Fig. 1: met2 routing
Drawn at 6 px/micron.
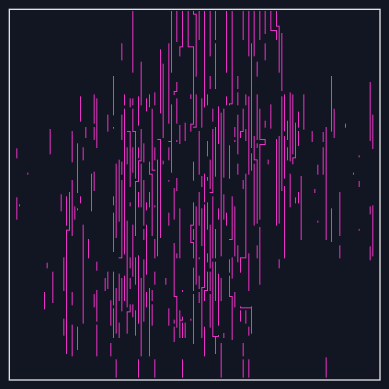
Fig. 2: register map, names as in the netlist
Drawn at 6 px/micron.
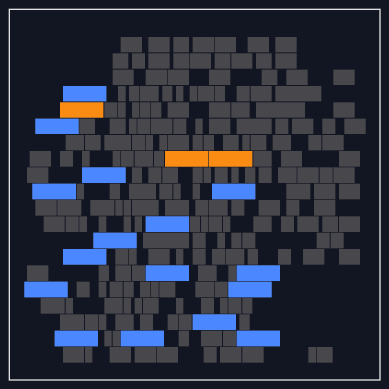
$ cat src/rtl/control_sequencer_if.sv
// control_sequencer_if: run/memory handshake, IR feedback and datapath control strobes
// between the hardwired control sequencer (master) and the datapath (slave).
interface control_sequencer_if #(
    parameter int unsigned CNT_W = 16
);
    logic             run;
    logic             mem_ready;
    logic [31:0]      ir;

    logic             PCout;
    logic             Zlowout;
    logic             MDRout;
    logic             MARin;
    logic             Zin;
    logic             PCin;
    logic             MDRin;
    logic             IRin;
    logic             Yin;
    logic             IncPC;
    logic             Read;
    logic             Gra;
    logic             Grb;
    logic             Grc;
    logic             Rin;
    logic             Rout;
    logic [4:0]       alu_op;
    logic             alu_go;
    logic             halted;
    logic             illegal;
    logic [CNT_W-1:0] instr_count;

    // Sequencer side
    modport master (
        input  run, mem_ready, ir,
        output PCout, Zlowout, MDRout, MARin, Zin, PCin, MDRin, IRin, Yin,
               IncPC, Read, Gra, Grb, Grc, Rin, Rout, alu_op, alu_go,
               halted, illegal, instr_count
    );

    // Datapath side
    modport slave (
        output run, mem_ready, ir,
        input  PCout, Zlowout, MDRout, MARin, Zin, PCin, MDRin, IRin, Yin,
               IncPC, Read, Gra, Grb, Grc, Rin, Rout, alu_op, alu_go,
               halted, illegal, instr_count
    );
endinterface

$ cat src/rtl/control_sequencer.sv
// control_sequencer: hardwired Moore control unit. Fetch T0-T2 (T1 waits on mem_ready),
// execute T3-T5 for register-format ALU ops, nop/halt handling, retired-instruction count.
// Optional feature macro: ILLEGAL_TRAP_EN -- when defined, an unsupported opcode in T3
// sets the sticky illegal flag and halts; otherwise it retires as a nop.
// Strobes decode the current state and the live IR (the IR is loaded at the end of T2,
// so T3 decode cannot be precomputed a cycle early); all are forced to 0 while reset is high.
module control_sequencer #(
    parameter int unsigned CNT_W = 16
) (
    input  logic                 clk,
    input  logic                 reset,
    control_sequencer_if.master  bus
);

    typedef enum logic [2:0] {
        S_IDLE = 3'd0,
        S_T0   = 3'd1,
        S_T1   = 3'd2,
        S_T2   = 3'd3,
        S_T3   = 3'd4,
        S_T4   = 3'd5,
        S_T5   = 3'd6,
        S_HALT = 3'd7
    } state_t;

    localparam logic [4:0] OP_ADD  = 5'b00011;
    localparam logic [4:0] OP_SUB  = 5'b00100;
    localparam logic [4:0] OP_SHR  = 5'b00101;
    localparam logic [4:0] OP_SHL  = 5'b00110;
    localparam logic [4:0] OP_AND  = 5'b01001;
    localparam logic [4:0] OP_OR   = 5'b01010;
    localparam logic [4:0] OP_NOP  = 5'b11010;
    localparam logic [4:0] OP_HALT = 5'b11011;

    state_t           state_q, state_d;
    logic [CNT_W-1:0] cnt_q, cnt_d;
    logic [4:0]       opcode;
    logic             op_alu;
    logic             op_nop;
    logic             op_halt;
    logic             retire;

    assign opcode = bus.ir[31:27];

    // Opcode classification
    always_comb begin
        op_alu  = 1'b0;
        op_nop  = 1'b0;
        op_halt = 1'b0;
        case (opcode)
            OP_ADD, OP_SUB, OP_SHR, OP_SHL, OP_AND, OP_OR: op_alu = 1'b1;
            OP_NOP:  op_nop  = 1'b1;
            OP_HALT: op_halt = 1'b1;
            default: ;
        endcase
    end

`ifdef ILLEGAL_TRAP_EN
    logic illegal_q, illegal_d;
`endif

    // Next-state, retire and counter logic
    always_comb begin
        state_d = state_q;
        cnt_d   = cnt_q;
        retire  = 1'b0;
`ifdef ILLEGAL_TRAP_EN
        illegal_d = illegal_q;
`endif
        case (state_q)
            S_IDLE: if (bus.run) state_d = S_T0;
            S_T0:   state_d = S_T1;
            S_T1:   if (bus.mem_ready) state_d = S_T2;
            S_T2:   state_d = S_T3;
            S_T3: begin
                if (op_alu) begin
                    state_d = S_T4;
                end else if (op_halt) begin
                    state_d = S_HALT;
                end else if (op_nop) begin
                    retire = 1'b1;
                end else begin
`ifdef ILLEGAL_TRAP_EN
                    illegal_d = 1'b1;
                    state_d   = S_HALT;
`else
                    retire = 1'b1;
`endif
                end
            end
            S_T4:   state_d = S_T5;
            S_T5:   retire = 1'b1;
            S_HALT: state_d = S_HALT;
            default: state_d = S_IDLE;
        endcase
        if (retire) begin
            cnt_d   = cnt_q + CNT_W'(1);
            state_d = bus.run ? S_T0 : S_IDLE;
        end
    end

    // State and counter registers, synchronous reset
    always_ff @(posedge clk) begin
        if (reset) begin
            state_q <= S_IDLE;
            cnt_q   <= '0;
`ifdef ILLEGAL_TRAP_EN
            illegal_q <= 1'b0;
`endif
        end else begin
            state_q <= state_d;
            cnt_q   <= cnt_d;
`ifdef ILLEGAL_TRAP_EN
            illegal_q <= illegal_d;
`endif
        end
    end

    // Moore strobe decode from current state and IR
    always_comb begin
        bus.PCout   = 1'b0;
        bus.Zlowout = 1'b0;
        bus.MDRout  = 1'b0;
        bus.MARin   = 1'b0;
        bus.Zin     = 1'b0;
        bus.PCin    = 1'b0;
        bus.MDRin   = 1'b0;
        bus.IRin    = 1'b0;
        bus.Yin     = 1'b0;
        bus.IncPC   = 1'b0;
        bus.Read    = 1'b0;
        bus.Gra     = 1'b0;
        bus.Grb     = 1'b0;
        bus.Grc     = 1'b0;
        bus.Rin     = 1'b0;
        bus.Rout    = 1'b0;
        bus.alu_op  = 5'b0;
        bus.alu_go  = 1'b0;
        bus.halted  = 1'b0;
        if (!reset) begin
            case (state_q)
                S_T0: begin
                    bus.PCout = 1'b1;
                    bus.MARin = 1'b1;
                    bus.IncPC = 1'b1;
                    bus.Zin   = 1'b1;
                end
                S_T1: begin
                    bus.Zlowout = 1'b1;
                    bus.PCin    = 1'b1;
                    bus.Read    = 1'b1;
                    bus.MDRin   = 1'b1;
                end
                S_T2: begin
                    bus.MDRout = 1'b1;
                    bus.IRin   = 1'b1;
                end
                S_T3: begin
                    if (op_alu) begin
                        bus.Grb  = 1'b1;
                        bus.Rout = 1'b1;
                        bus.Yin  = 1'b1;
                    end
                end
                S_T4: begin
                    bus.Grc    = 1'b1;
                    bus.Rout   = 1'b1;
                    bus.Zin    = 1'b1;
                    bus.alu_go = 1'b1;
                    bus.alu_op = opcode;
                end
                S_T5: begin
                    bus.Zlowout = 1'b1;
                    bus.Gra     = 1'b1;
                    bus.Rin     = 1'b1;
                end
                S_HALT: bus.halted = 1'b1;
                default: ;
            endcase
        end
    end

    // Status outputs, reading 0 while reset is held
    assign bus.instr_count = reset ? '0 : cnt_q;
`ifdef ILLEGAL_TRAP_EN
    assign bus.illegal = reset ? 1'b0 : illegal_q;
`else
    assign bus.illegal = 1'b0;
`endif

endmodule

$ cat src/flat_wrapper.sv
// flat-port wrapper written by rule: the top's interface ports become plain ports
module control_sequencer_flat 
#(
    parameter int unsigned CNT_W = 16
)
  (clk, reset, bus_run, bus_mem_ready, bus_ir, bus_PCout, bus_Zlowout, bus_MDRout, bus_MARin, bus_Zin, bus_PCin, bus_MDRin, bus_IRin, bus_Yin, bus_IncPC, bus_Read, bus_Gra, bus_Grb, bus_Grc, bus_Rin, bus_Rout, bus_alu_op, bus_alu_go, bus_halted, bus_illegal, bus_instr_count);
  control_sequencer_if #(.CNT_W(CNT_W)) bus_i ();
  input  logic clk;
  input  logic reset;
  input wire logic [$bits(bus_i.run)-1:0] bus_run;
  input wire logic [$bits(bus_i.mem_ready)-1:0] bus_mem_ready;
  input wire logic [$bits(bus_i.ir)-1:0] bus_ir;
  output wire logic [$bits(bus_i.PCout)-1:0] bus_PCout;
  output wire logic [$bits(bus_i.Zlowout)-1:0] bus_Zlowout;
  output wire logic [$bits(bus_i.MDRout)-1:0] bus_MDRout;
  output wire logic [$bits(bus_i.MARin)-1:0] bus_MARin;
  output wire logic [$bits(bus_i.Zin)-1:0] bus_Zin;
  output wire logic [$bits(bus_i.PCin)-1:0] bus_PCin;
  output wire logic [$bits(bus_i.MDRin)-1:0] bus_MDRin;
  output wire logic [$bits(bus_i.IRin)-1:0] bus_IRin;
  output wire logic [$bits(bus_i.Yin)-1:0] bus_Yin;
  output wire logic [$bits(bus_i.IncPC)-1:0] bus_IncPC;
  output wire logic [$bits(bus_i.Read)-1:0] bus_Read;
  output wire logic [$bits(bus_i.Gra)-1:0] bus_Gra;
  output wire logic [$bits(bus_i.Grb)-1:0] bus_Grb;
  output wire logic [$bits(bus_i.Grc)-1:0] bus_Grc;
  output wire logic [$bits(bus_i.Rin)-1:0] bus_Rin;
  output wire logic [$bits(bus_i.Rout)-1:0] bus_Rout;
  output wire logic [$bits(bus_i.alu_op)-1:0] bus_alu_op;
  output wire logic [$bits(bus_i.alu_go)-1:0] bus_alu_go;
  output wire logic [$bits(bus_i.halted)-1:0] bus_halted;
  output wire logic [$bits(bus_i.illegal)-1:0] bus_illegal;
  output wire logic [$bits(bus_i.instr_count)-1:0] bus_instr_count;
  assign bus_i.run = bus_run;
  assign bus_i.mem_ready = bus_mem_ready;
  assign bus_i.ir = bus_ir;
  assign bus_PCout = bus_i.PCout;
  assign bus_Zlowout = bus_i.Zlowout;
  assign bus_MDRout = bus_i.MDRout;
  assign bus_MARin = bus_i.MARin;
  assign bus_Zin = bus_i.Zin;
  assign bus_PCin = bus_i.PCin;
  assign bus_MDRin = bus_i.MDRin;
  assign bus_IRin = bus_i.IRin;
  assign bus_Yin = bus_i.Yin;
  assign bus_IncPC = bus_i.IncPC;
  assign bus_Read = bus_i.Read;
  assign bus_Gra = bus_i.Gra;
  assign bus_Grb = bus_i.Grb;
  assign bus_Grc = bus_i.Grc;
  assign bus_Rin = bus_i.Rin;
  assign bus_Rout = bus_i.Rout;
  assign bus_alu_op = bus_i.alu_op;
  assign bus_alu_go = bus_i.alu_go;
  assign bus_halted = bus_i.halted;
  assign bus_illegal = bus_i.illegal;
  assign bus_instr_count = bus_i.instr_count;
  control_sequencer #(.CNT_W(CNT_W)) u_core (.clk(clk), .reset(reset), .bus(bus_i));
endmodule
$ cat config.mk
export PLATFORM = sky130hd
export DESIGN_NAME = control_sequencer_flat
export DESIGN_NICKNAME = d
export VERILOG_FILES = /design/src/rtl/control_sequencer_if.sv /design/src/rtl/control_sequencer.sv /design/src/flat_wrapper.sv
export SDC_FILE = /design/constraint.sdc
export NUM_CORES = 1
export LEC_CHECK = 0
export ABC_AREA = 0
export CORE_MARGIN = 2
export CORE_UTILIZATION = 41
export DETAILED_ROUTE_END_ITERATION = 10
export GPL_TIMING_DRIVEN = 0
export PLACE_DENSITY = 0.91
export SLEW_MARGIN = 5
export SYNTH_ARGS = -nofsm -noshare
export SYNTH_HDL_FRONTEND = slang
export SYNTH_SLANG_ARGS = --single-unit
$ cat constraint.sdc
create_clock -name clk -period 4.1 [get_ports clk]
set_clock_uncertainty 0.15 [all_clocks]
set_input_delay 0.615 -clock clk [delete_from_list [all_inputs] [get_ports clk]]
set_output_delay 0.615 -clock clk [all_outputs]
set_load 0.005 [all_outputs]
==> flow_summary.json <==
{
  "nClkBuffers": 3,
  "fp.dieH_microns": 61.5,
  "hold_slack_ns": 0.374,
  "postCtsSetupBuffers": 0,
  "cp-start-kind": "primary input",
  "cp_max_fo": 10,
  "adder_share_pct": 0.922,
  "ios": 76,
  "slew_headroom_pct": 60.7,
  "final_layout_top_logic_cells": "clkdlybuf4s50_1, nor2_1, dfxtp_1, nor2b_1",
  "chip_area_sq_um": 3790,
  "hold_end": "u_core.cnt_q[10]",
  "numPortBuffers": 47,
  "grt_pass1_wl_microns": 5220,
  "worst_ep_required_time_ns": 3.34,
  "lay_top_count": "clkdlybuf4s50_1",
  "clk_pin_slew_worst_paths_ns": 0.12,
  "status": "finished clean",
  "cts_resized": 0,
  "syn_inst": 168,
  "post-place-ws_ns": 0.260,
  "worstPathArrival_ns": 3.05,
  "grt_overflow": 0,
  "clock_power_share_pct": 26.3,
  "synthAoiAreaFrac_pct": 9.49,
  "seq_cells": 19,
  "synth.ff_latch_count": 19,
  "crit_buf_inv": 5,
  "p_int_mw": 0.270,
  "routedWlPerCell_microns": 12.5,
  "highest_layer": "met4",
  "regToRegStartpoint": "u_core.state_q[1]",
  "synth.avg_cell_area_sq_um": 8.08,
  "yosys.cell_types.count": 43,
  "dp.cells": 259,
  "die_w_microns": 61.5,
  "postCtsHoldBufs": 0,
  "buffers": 65,
  "synthTopLogicFamily": "simple AND/OR/NAND/NOR gates",
  "antenna_cells": 0,
  "finalSetupTns_ns": 0,
  "cts_sinks": 19,
  "clk-power_mw": 0.102,
  "fin_util_pct": 61.6,
  "fp_nets": 205,
  "switching_share_pct": 30.6,
  "tightestPinTransition_ns": 0.582,
  "gp_congestion": 0.849,
  "comb_cell_power_mw": 0.0961,
  "common_cells": "dfxtp_1, nor2_1, nor2b_1, buf_4, nand2_1",
  "antenna_found_initial": 0,
  "hpwl_microns": 2510,
  "edf_count": 0,
  "vdd_ir_drop_max_uv": 204,
  "syn_area_sq_um": 1360,
  "dr.first_iter.drc_count": 26,
  "path_depth": 6,
  "wl_met3_microns": 200,
  "pwr-share-comb_pct": 24.8,
  "nNetsFinal": 257,
  "gr-usage-all-layers_pct": 18.1,
  "finalSetupViolations": 0,
  "critPathCaptureType": "output pin",
  "p_seq_mw": 0.190,
  "tool_warnings": 53,
  "min_from": "u_core.cnt_q[10]",
  "vias_per_cell": 5.18,
  "r2r-end": "u_core.cnt_q[15]",
  "postPlaceCellArea_sq_um": 1880,
  "largest_area_cell": "dfxtp_1",
  "mux_area_share_pct": 6.54,
  "drt-met1-wl_microns": 1460,
  "crit_chain": "clkdlybuf4s50_1 > clkbuf_1 > clkbuf_1 > buf_1 > nor3_1 > clkdlybuf4s50_1",
  "worst_slack_ns": 0.281,
  "largest_reg_flops": 16,
  "area_leaders": "dfxtp_1, nor2b_1, nor2_1"
}
About Fig. 1:
The layer carries 1,580 microns of wire. The longest straight run is 24.1 microns. The wires run mostly vertical. The layer holds 48% of the routed length. 191 nets have wire on it.

About Fig. 2:
Orange shows `u_core.state_q`, flops 3. Blue shows `u_core.cnt_q`, flops 16.

Power is estimated from default activity; no workload was simulated.
